[config.mk]
export PLATFORM = sky130hd
export DESIGN_NAME = segment_descriptor_loader_flat
export DESIGN_NICKNAME = d
export VERILOG_FILES = /design/src/rtl/segment_descriptor_loader_if.sv /design/src/rtl/segment_descriptor_loader.sv /design/src/flat_wrapper.sv
export SDC_FILE = /design/constraint.sdc
export NUM_CORES = 1
export LEC_CHECK = 0
export ABC_AREA = 1
export CORE_ASPECT_RATIO = 1.2
export CORE_MARGIN = 2
export CORE_UTILIZATION = 45
export CTS_BUF_LIST = sky130_fd_sc_hd__clkbuf_8
export CTS_CLUSTER_DIAMETER = 100
export CTS_CLUSTER_SIZE = 40
export DETAILED_ROUTE_END_ITERATION = 10
export GPL_ROUTABILITY_DRIVEN = 0
export PLACE_DENSITY_LB_ADDON = 0.25
export RECOVER_POWER = 100
export SLEW_MARGIN = 20
export SYNTH_ARGS = -nofsm -noshare
export SYNTH_HDL_FRONTEND = slang
export SYNTH_SLANG_ARGS = --single-unit
[constraint.sdc]
create_clock -name clock -period 3.3 [get_ports clock]
set_input_delay 0.825 -clock clock [delete_from_list [all_inputs] [get_ports clock]]
set_output_delay 0.825 -clock clock [all_outputs]
set_load 0.005 [all_outputs]
[src/rtl/segment_descriptor_loader_if.sv]
// Memory port of the segment descriptor loader: one dword request at a time
// with a ready handshake and a separate read-data valid strobe.
interface segment_descriptor_loader_if;
  logic        mem_request;
  logic        mem_write;
  logic [31:0] mem_address;
  logic [31:0] mem_write_data;
  logic        mem_ready;
  logic        mem_read_valid;
  logic [31:0] mem_read_data;

  modport master (
    output mem_request,
    output mem_write,
    output mem_address,
    output mem_write_data,
    input  mem_ready,
    input  mem_read_valid,
    input  mem_read_data
  );

  modport slave (
    input  mem_request,
    input  mem_write,
    input  mem_address,
    input  mem_write_data,
    output mem_ready,
    output mem_read_valid,
    output mem_read_data
  );
endinterface

[src/rtl/segment_descriptor_loader.sv]
// Fetches and validates an 8-byte GDT/LDT descriptor for a selector, sets its
// accessed bit in memory when needed, and commits it to a segment register.
module segment_descriptor_loader #(
  parameter bit REQUIRE_CODE = 1'b1,
  parameter bit NULL_ALLOWED = 1'b0
) (
  input  logic                          clock,
  input  logic                          reset_n,
  input  logic                          load_valid,
  output logic                          load_ready,
  input  logic [15:0]                   load_selector,
  input  logic [31:0]                   GDTR_base,
  input  logic [15:0]                   GDTR_limit,
  input  logic [31:0]                   LDTR_base,
  input  logic [31:0]                   LDTR_limit,
  segment_descriptor_loader_if.master   mem,
  output logic                          selector_write_enable,
  output logic [15:0]                   selector_write_data,
  output logic                          descriptor_write_enable,
  output logic [63:0]                   descriptor_write_data,
  output logic                          done,
  output logic                          fault,
  output logic [1:0]                    fault_type,
  output logic [15:0]                   error_code
);

  typedef enum logic [3:0] {
    IDLE, CHECK, RD_LO, WAIT_LO, RD_HI, WAIT_HI, VALIDATE, WRITEBACK, COMMIT, FAULT
  } state_t;

  localparam logic [1:0] FT_NONE = 2'd0;
  localparam logic [1:0] FT_GP   = 2'd1;
  localparam logic [1:0] FT_NP   = 2'd2;

  state_t      state;
  logic [15:0] sel_q;
  logic [31:0] desc_lo;
  logic [31:0] desc_hi;

  logic [31:0] tbl_base;
  logic [31:0] tbl_limit;
  logic [31:0] entry_last;
  logic [31:0] addr_lo;
  logic [15:0] sel_code;
  logic        is_null;
  logic        bad_type;

  // Table lookup uses the latched selector; TI picks LDT over GDT.
  always_comb begin
    tbl_base   = sel_q[2] ? LDTR_base  : GDTR_base;
    tbl_limit  = sel_q[2] ? LDTR_limit : {16'h0000, GDTR_limit};
    entry_last = {16'h0000, sel_q[15:3], 3'b111};
    addr_lo    = tbl_base + {16'h0000, sel_q[15:3], 3'b000};
    sel_code   = {sel_q[15:2], 2'b00};
    is_null    = (sel_q[15:2] == 14'd0);
    bad_type   = !desc_hi[12] || (desc_hi[11] != REQUIRE_CODE);
  end

  always_ff @(posedge clock or negedge reset_n) begin
    if (!reset_n) begin
      state                   <= IDLE;
      load_ready              <= 1'b1;
      sel_q                   <= '0;
      desc_lo                 <= '0;
      desc_hi                 <= '0;
      mem.mem_request         <= 1'b0;
      mem.mem_write           <= 1'b0;
      mem.mem_address         <= '0;
      mem.mem_write_data      <= '0;
      selector_write_enable   <= 1'b0;
      selector_write_data     <= '0;
      descriptor_write_enable <= 1'b0;
      descriptor_write_data   <= '0;
      done                    <= 1'b0;
      fault                   <= 1'b0;
      fault_type              <= FT_NONE;
      error_code              <= '0;
    end else begin
      done                    <= 1'b0;
      selector_write_enable   <= 1'b0;
      descriptor_write_enable <= 1'b0;

      case (state)
        IDLE: begin
          if (load_valid) begin
            sel_q      <= load_selector;
            load_ready <= 1'b0;
            state      <= CHECK;
          end
        end

        CHECK: begin
          if (is_null) begin
            if (NULL_ALLOWED) begin
              done                    <= 1'b1;
              selector_write_enable   <= 1'b1;
              descriptor_write_enable <= 1'b1;
              selector_write_data     <= sel_q;
              descriptor_write_data   <= '0;
              fault                   <= 1'b0;
              fault_type              <= FT_NONE;
              error_code              <= '0;
              state                   <= COMMIT;
            end else begin
              done       <= 1'b1;
              fault      <= 1'b1;
              fault_type <= FT_GP;
              error_code <= '0;
              state      <= FAULT;
            end
          end else if (entry_last > tbl_limit) begin
            done       <= 1'b1;
            fault      <= 1'b1;
            fault_type <= FT_GP;
            error_code <= sel_code;
            state      <= FAULT;
          end else begin
            mem.mem_request <= 1'b1;
            mem.mem_write   <= 1'b0;
            mem.mem_address <= addr_lo;
            state           <= RD_LO;
          end
        end

        RD_LO: begin
          if (mem.mem_ready) begin
            mem.mem_request <= 1'b0;
            state           <= WAIT_LO;
          end
        end

        // High dword sits 4 bytes above the low one, modulo 2^32.
        WAIT_LO: begin
          if (mem.mem_read_valid) begin
            desc_lo         <= mem.mem_read_data;
            mem.mem_request <= 1'b1;
            mem.mem_address <= mem.mem_address + 32'd4;
            state           <= RD_HI;
          end
        end

        RD_HI: begin
          if (mem.mem_ready) begin
            mem.mem_request <= 1'b0;
            state           <= WAIT_HI;
          end
        end

        WAIT_HI: begin
          if (mem.mem_read_valid) begin
            desc_hi <= mem.mem_read_data;
            state   <= VALIDATE;
          end
        end

        VALIDATE: begin
          if (bad_type) begin
            done       <= 1'b1;
            fault      <= 1'b1;
            fault_type <= FT_GP;
            error_code <= sel_code;
            state      <= FAULT;
          end else if (!desc_hi[15]) begin
            done       <= 1'b1;
            fault      <= 1'b1;
            fault_type <= FT_NP;
            error_code <= sel_code;
            state      <= FAULT;
          end else if (!desc_hi[8]) begin
            // mem_address still holds the high dword address from RD_HI.
            mem.mem_request    <= 1'b1;
            mem.mem_write      <= 1'b1;
            mem.mem_write_data <= desc_hi | 32'h0000_0100;
            state              <= WRITEBACK;
          end else begin
            done                    <= 1'b1;
            selector_write_enable   <= 1'b1;
            descriptor_write_enable <= 1'b1;
            selector_write_data     <= sel_q;
            descriptor_write_data   <= {desc_hi, desc_lo};
            fault                   <= 1'b0;
            fault_type              <= FT_NONE;
            error_code              <= '0;
            state                   <= COMMIT;
          end
        end

        WRITEBACK: begin
          if (mem.mem_ready) begin
            mem.mem_request         <= 1'b0;
            mem.mem_write           <= 1'b0;
            done                    <= 1'b1;
            selector_write_enable   <= 1'b1;
            descriptor_write_enable <= 1'b1;
            selector_write_data     <= sel_q;
            descriptor_write_data   <= {desc_hi | 32'h0000_0100, desc_lo};
            fault                   <= 1'b0;
            fault_type              <= FT_NONE;
            error_code              <= '0;
            state                   <= COMMIT;
          end
        end

        COMMIT, FAULT: begin
          load_ready <= 1'b1;
          state      <= IDLE;
        end

        default: begin
          load_ready <= 1'b1;
          state      <= IDLE;
        end
      endcase
    end
  end

endmodule

[src/flat_wrapper.sv]
// flat-port wrapper written by rule: the top's interface ports become plain ports
module segment_descriptor_loader_flat 
#(
  parameter bit REQUIRE_CODE = 1'b1,
  parameter bit NULL_ALLOWED = 1'b0
)
  (clock, reset_n, load_valid, load_ready, load_selector, GDTR_base, GDTR_limit, LDTR_base, LDTR_limit, selector_write_enable, selector_write_data, descriptor_write_enable, descriptor_write_data, done, fault, fault_type, error_code, mem_mem_request, mem_mem_write, mem_mem_address, mem_mem_write_data, mem_mem_ready, mem_mem_read_valid, mem_mem_read_data);
  segment_descriptor_loader_if mem_i ();
  input  logic clock;
  input  logic reset_n;
  input  logic load_valid;
  output logic load_ready;
  input  logic [15:0] load_selector;
  input  logic [31:0] GDTR_base;
  input  logic [15:0] GDTR_limit;
  input  logic [31:0] LDTR_base;
  input  logic [31:0] LDTR_limit;
  output logic selector_write_enable;
  output logic [15:0] selector_write_data;
  output logic descriptor_write_enable;
  output logic [63:0] descriptor_write_data;
  output logic done;
  output logic fault;
  output logic [1:0] fault_type;
  output logic [15:0] error_code;
  output wire logic [$bits(mem_i.mem_request)-1:0] mem_mem_request;
  output wire logic [$bits(mem_i.mem_write)-1:0] mem_mem_write;
  output wire logic [$bits(mem_i.mem_address)-1:0] mem_mem_address;
  output wire logic [$bits(mem_i.mem_write_data)-1:0] mem_mem_write_data;
  input wire logic [$bits(mem_i.mem_ready)-1:0] mem_mem_ready;
  input wire logic [$bits(mem_i.mem_read_valid)-1:0] mem_mem_read_valid;
  input wire logic [$bits(mem_i.mem_read_data)-1:0] mem_mem_read_data;
  assign mem_mem_request = mem_i.mem_request;
  assign mem_mem_write = mem_i.mem_write;
  assign mem_mem_address = mem_i.mem_address;
  assign mem_mem_write_data = mem_i.mem_write_data;
  assign mem_i.mem_ready = mem_mem_ready;
  assign mem_i.mem_read_valid = mem_mem_read_valid;
  assign mem_i.mem_read_data = mem_mem_read_data;
  segment_descriptor_loader #(.REQUIRE_CODE(REQUIRE_CODE), .NULL_ALLOWED(NULL_ALLOWED)) u_core (.clock(clock), .reset_n(reset_n), .load_valid(load_valid), .load_ready(load_ready), .load_selector(load_selector), .GDTR_base(GDTR_base), .GDTR_limit(GDTR_limit), .LDTR_base(LDTR_base), .LDTR_limit(LDTR_limit), .mem(mem_i), .selector_write_enable(selector_write_enable), .selector_write_data(selector_write_data), .descriptor_write_enable(descriptor_write_enable), .descriptor_write_data(descriptor_write_data), .done(done), .fault(fault), .fault_type(fault_type), .error_code(error_code));
endmodule
Fig. 1: PDN straps and rails
The bar under the picture is 50 um long. Pins as bars on the die edge.
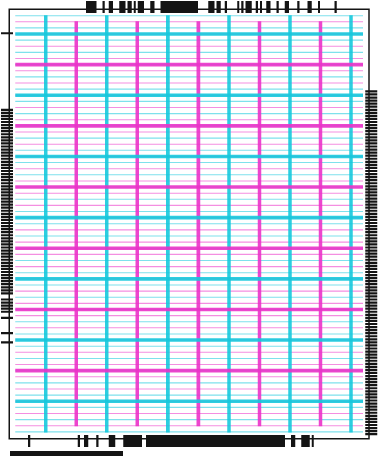
VSS -> cyan
VDD -> magenta
met1 rails = 69
met5 straps = 13
rows = 68

Fig. 2: placed cells, one colour a class
The bar under the picture is 50 um long.
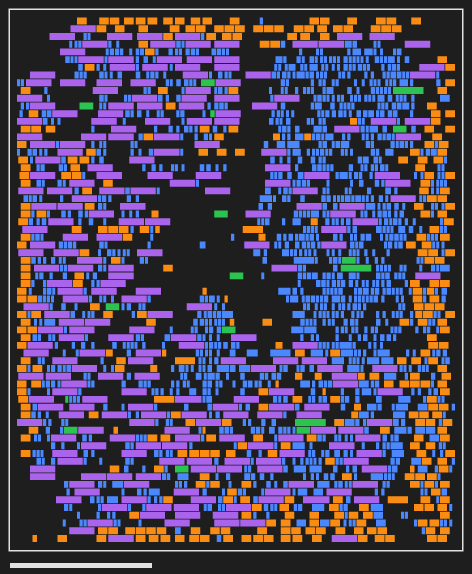
clock drivers and dummy loads -> green  # cells 16, share of their area 1.5%
remaining buffers and delay cells -> orange  # cells 361, share of their area 22%
registers -> purple  # cells 249, share of their area 38%
remaining logic cells -> blue  # cells 1,409, share of their area 39%

Fig. 3: clock network drawn from the DEF
The bar under the picture is 50 um long.
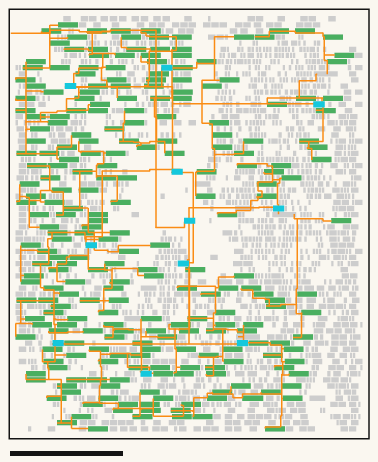
clock-net drivers -> cyan  # count 11
flip-flops -> green  # count 249
clock wires -> orange  # length 2,910 um
flops lie = widely spread

Fig. 4: metal layers overlaid
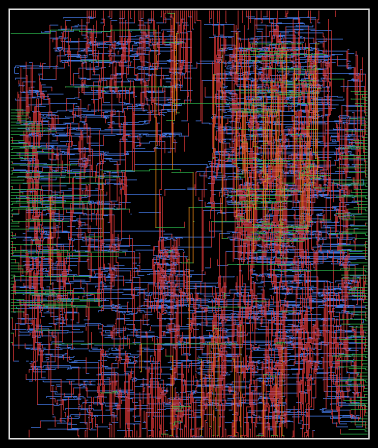
M2 -> red  # wire length 19,900 um
M1 -> blue  # wire length 15,700 um
M3 -> green  # wire length 3,210 um
M4 -> orange  # wire length 1,930 um

==> flow_metrics.tcl <==
# flow metrics
set metrics [dict create \
    die_h_um 190 \
    synth.cell_area_um2 13000 \
    cts_resized 0 \
    yosys_area_um2 13000 \
    drive_gt1_share_pct 3.88 \
    ys_sh_xor_pct 1.21 \
    start_kind "flop" \
    fin_crit_ps 3140 \
    hold_path_depth 2 \
    cp_max_fo 35 \
    dieWidth_um 159 \
    required_ps 3710 \
    maxSlewHeadroom_pct -37.2 \
    cts-root-buf "clkbuf_8" \
    drt-total-wl_um 40700 \
    crit_start "u_core.state[3]$_DFFE_PN0P_" \
    grt_pass1_wl_um 65300 \
    postCtsSetupBuffers 0 \
    viasPerCell 5.15 \
    hold_start "u_core.desc_lo[14]$_DFFE_PN0P_" \
    avgSynthCellArea_um2 7.52 \
    grt_max_degree 82 \
    min_to "u_core.descriptor_write_data[14]$_DFFE_PN0P_" \
    worstSkewPairLatency_ps 570 \
    synth.cellmix.simpleShare_pct 29.0 \
    netlist_instances 1728 \
    whs_ps 473 \
    ys_types 42 \
    ys_sh_mux_pct 1.51 \
    vias 12500 \
    grt_use_total_pct 26.8 \
    drv_slew 80 \
    setup.worst_path.end "u_core.mem.mem_address[26]$_DFFE_PN0P_" \
    hold_viol 0 \
    critPathKind "flop to flop" \
    grt_overflow_total 0 \
    tritoncts "yes" \
    ff_type "dfrtp_1" \
    clk_path_buf_depth 3 \
    finalClockPeriodUsage_pct 95.1 \
    initial_core_util_pct 45.5 \
    ys_cells 1728 \
    synth-async-reset-ratio_pct 100 \
    finalSetupTns_ps 0 \
    top_logic_kind "simple AND/OR/NAND/NOR gates" \
    first_pass_iters 7 \
    final-setup-viol-count 0 \
    drtIter0Drc 894 \
    p_leak_nw 8.63 \
    rsz0062_at_grt "no" \
    rows 68 \
    hold_buffers 0 \
    tightest_slew_ps 2060 \
    nets 2225 \
    clock-sinks 249 \
    drtAntennaViolNets 0 \
    fp.coreArea_um2 28600 \
    yosys.area_share.adder_pct 2.75 \
    maxCapViolations 1 \
    avgRoutedWirePerCell_um 16.8 \
    log.warning_count 26 \
    pin_count 334 \
    cts_made_buffers 11 \
    hp-class "flop to flop" \
    clock.fmax_ghz 0.319 \
    reg2reg_to "u_core.mem.mem_address[26]$_DFFE_PN0P_" \
    rr_worst_depth 8 \
    die-area_um2 30300 \
    area_growth_pct 30.3 \
    power_density_nw_per_um2 784 \
    synth_seq_share_pct 47.9 \
    status "complete, but fails checks" \
    io_buffers 331 \
    synth_flops 249 \
    fill_cells 2624 \
    grt_antenna_before_repair 0 \
    cts.reportedPaths.clkPinSlew_ps 220 \
    violations "max-capacitance violations, max-slew violations" \
    dpl.hpwl_um 30700 \
    end_kind "flop" \
    rrSetupSlack_ps 160 \
    finalClockSkew_ps 46.5 \
    drc 0 \
]
-- stage by stage --
stage | utilization [%] | setup WS (ps) | power, mW | std cells | instance area [um2]
2_1_floorplan | - | 629 | 8.84 | 1729 | 13000
3_3_place_gp | 58.5 | 12.2 | 11.9 | 2397 | 16700
3_5_place_dp | 58.5 | -86.7 | 12.1 | 2397 | 16700
4_1_cts | 59.4 | 287 | 13.6 | 2413 | 17000
5_1_grt | 59.3 | 16.1 | 14.4 | 2420 | 16900
6_report | 59.3 | 163 | 13.3 | 2421 | 16900
-- per-layer routing --
metal | part of all wire [%] | global-route usage [%]
met1 | 39 | 31.8
met5 | 0 | 0
met3 | 7.9 | 5.93
met4 | 4.7 | 11.9
met2 | 49 | 46.8
-- power breakdown --
part | leakage [nW] | switching [mW] | internal [mW]
Clock | 0.125 | 0.995 | 0.430
Combinational | 5.37 | 3.88 | 2.84
Sequential | 3.13 | 0.976 | 4.17
-- placed cells by master (no fill, tap or decap), types with 27 or more instances in the layout --
cell type	n
a21oi_1	36
clkdlybuf4s50_1	164
dfrtp_1	247
dlygate4sd3_1	166
ha_1	27
inv_1	177
nand2_1	655
nand3_1	93
nor2_1	107
o21ai_0	202
-- state kept, by name, summed over array words and instances (netlist names), 2 cells and up --
| register | flops |
|---|---|
| u_core.mem.mem_write_data | 31 |
| u_core.selector_write_data | 16 |
| u_core.desc_lo | 32 |
| u_core.error_code | 14 |
| u_core.sel_q | 16 |
| u_core.desc_hi | 32 |
| u_core.fault_type | 2 |
| u_core.state | 4 |
| u_core.descriptor_write_data | 64 |
| u_core.mem.mem_address | 32 |
-- cell usage after synthesis, types with 2 or more instances --
cell      instances  area [um2]
nand2_1         656        2460
dfrtp_1         248        6210
o21ai_0         203        1020
inv_1           175         657
nor2_1          105         394
nand3_1          92         460
clkbuf_1         37         139
a21oi_1          36         180
ha_1             27         338
xor2_1           16         140
buf_2            14        70.1
mux2i_1          14         140
nand4_1          13        81.3
nor3_1           10        50.1
nand3b_1          9        67.6
or2_2             9        56.3
buf_1             8        30.0
nand3_2           7        70.1
buf_4             6        45.0
buf_6             6        67.6
nor2_2            6        37.5
mux2_2            5        56.3
a31oi_1           2        12.5
inv_2             2        7.51
nand2_2           2        12.5
o21a_1            2        15.0
o21ai_1           2        10.0
xnor2_1           2        17.5
-- cell families after synthesis --
kind of cell | Yosys count
compound gates | 249
xor+xnor | 18
fa+ha+maj | 28
buf+inv | 249
flops | 249
mux | 19
other cells | 1
simple gates | 915
-- layout make-up --
| type | count | area, um2 | area share, % |
|---|---|---|---|
| clock buffer | 11 | 151 | 0.894 |
| multi-input combinational | 1231 | 5750 | 33.9 |
| sequential | 249 | 6230 | 36.8 |
| antenna | 1 | 2.50 | 0.0148 |
| inverter | 178 | 672 | 3.97 |
| tap | 385 | 482 | 2.84 |
| timing repair buffer | 361 | 3550 | 21.0 |
| clock inverter | 5 | 98.8 | 0.583 |
-- critical path: stages, from the launching register on --
cell and delay [ps]:
dfrtp_1 490, nor2_1 260, inv_1 140, nor2_1 140
clkbuf_1 1010, nand2_2 170, buf_4 350, a21oi_1 320
a21oi_1 110
Power figures rest on the tool's default switching activity, not on a simulated workload.
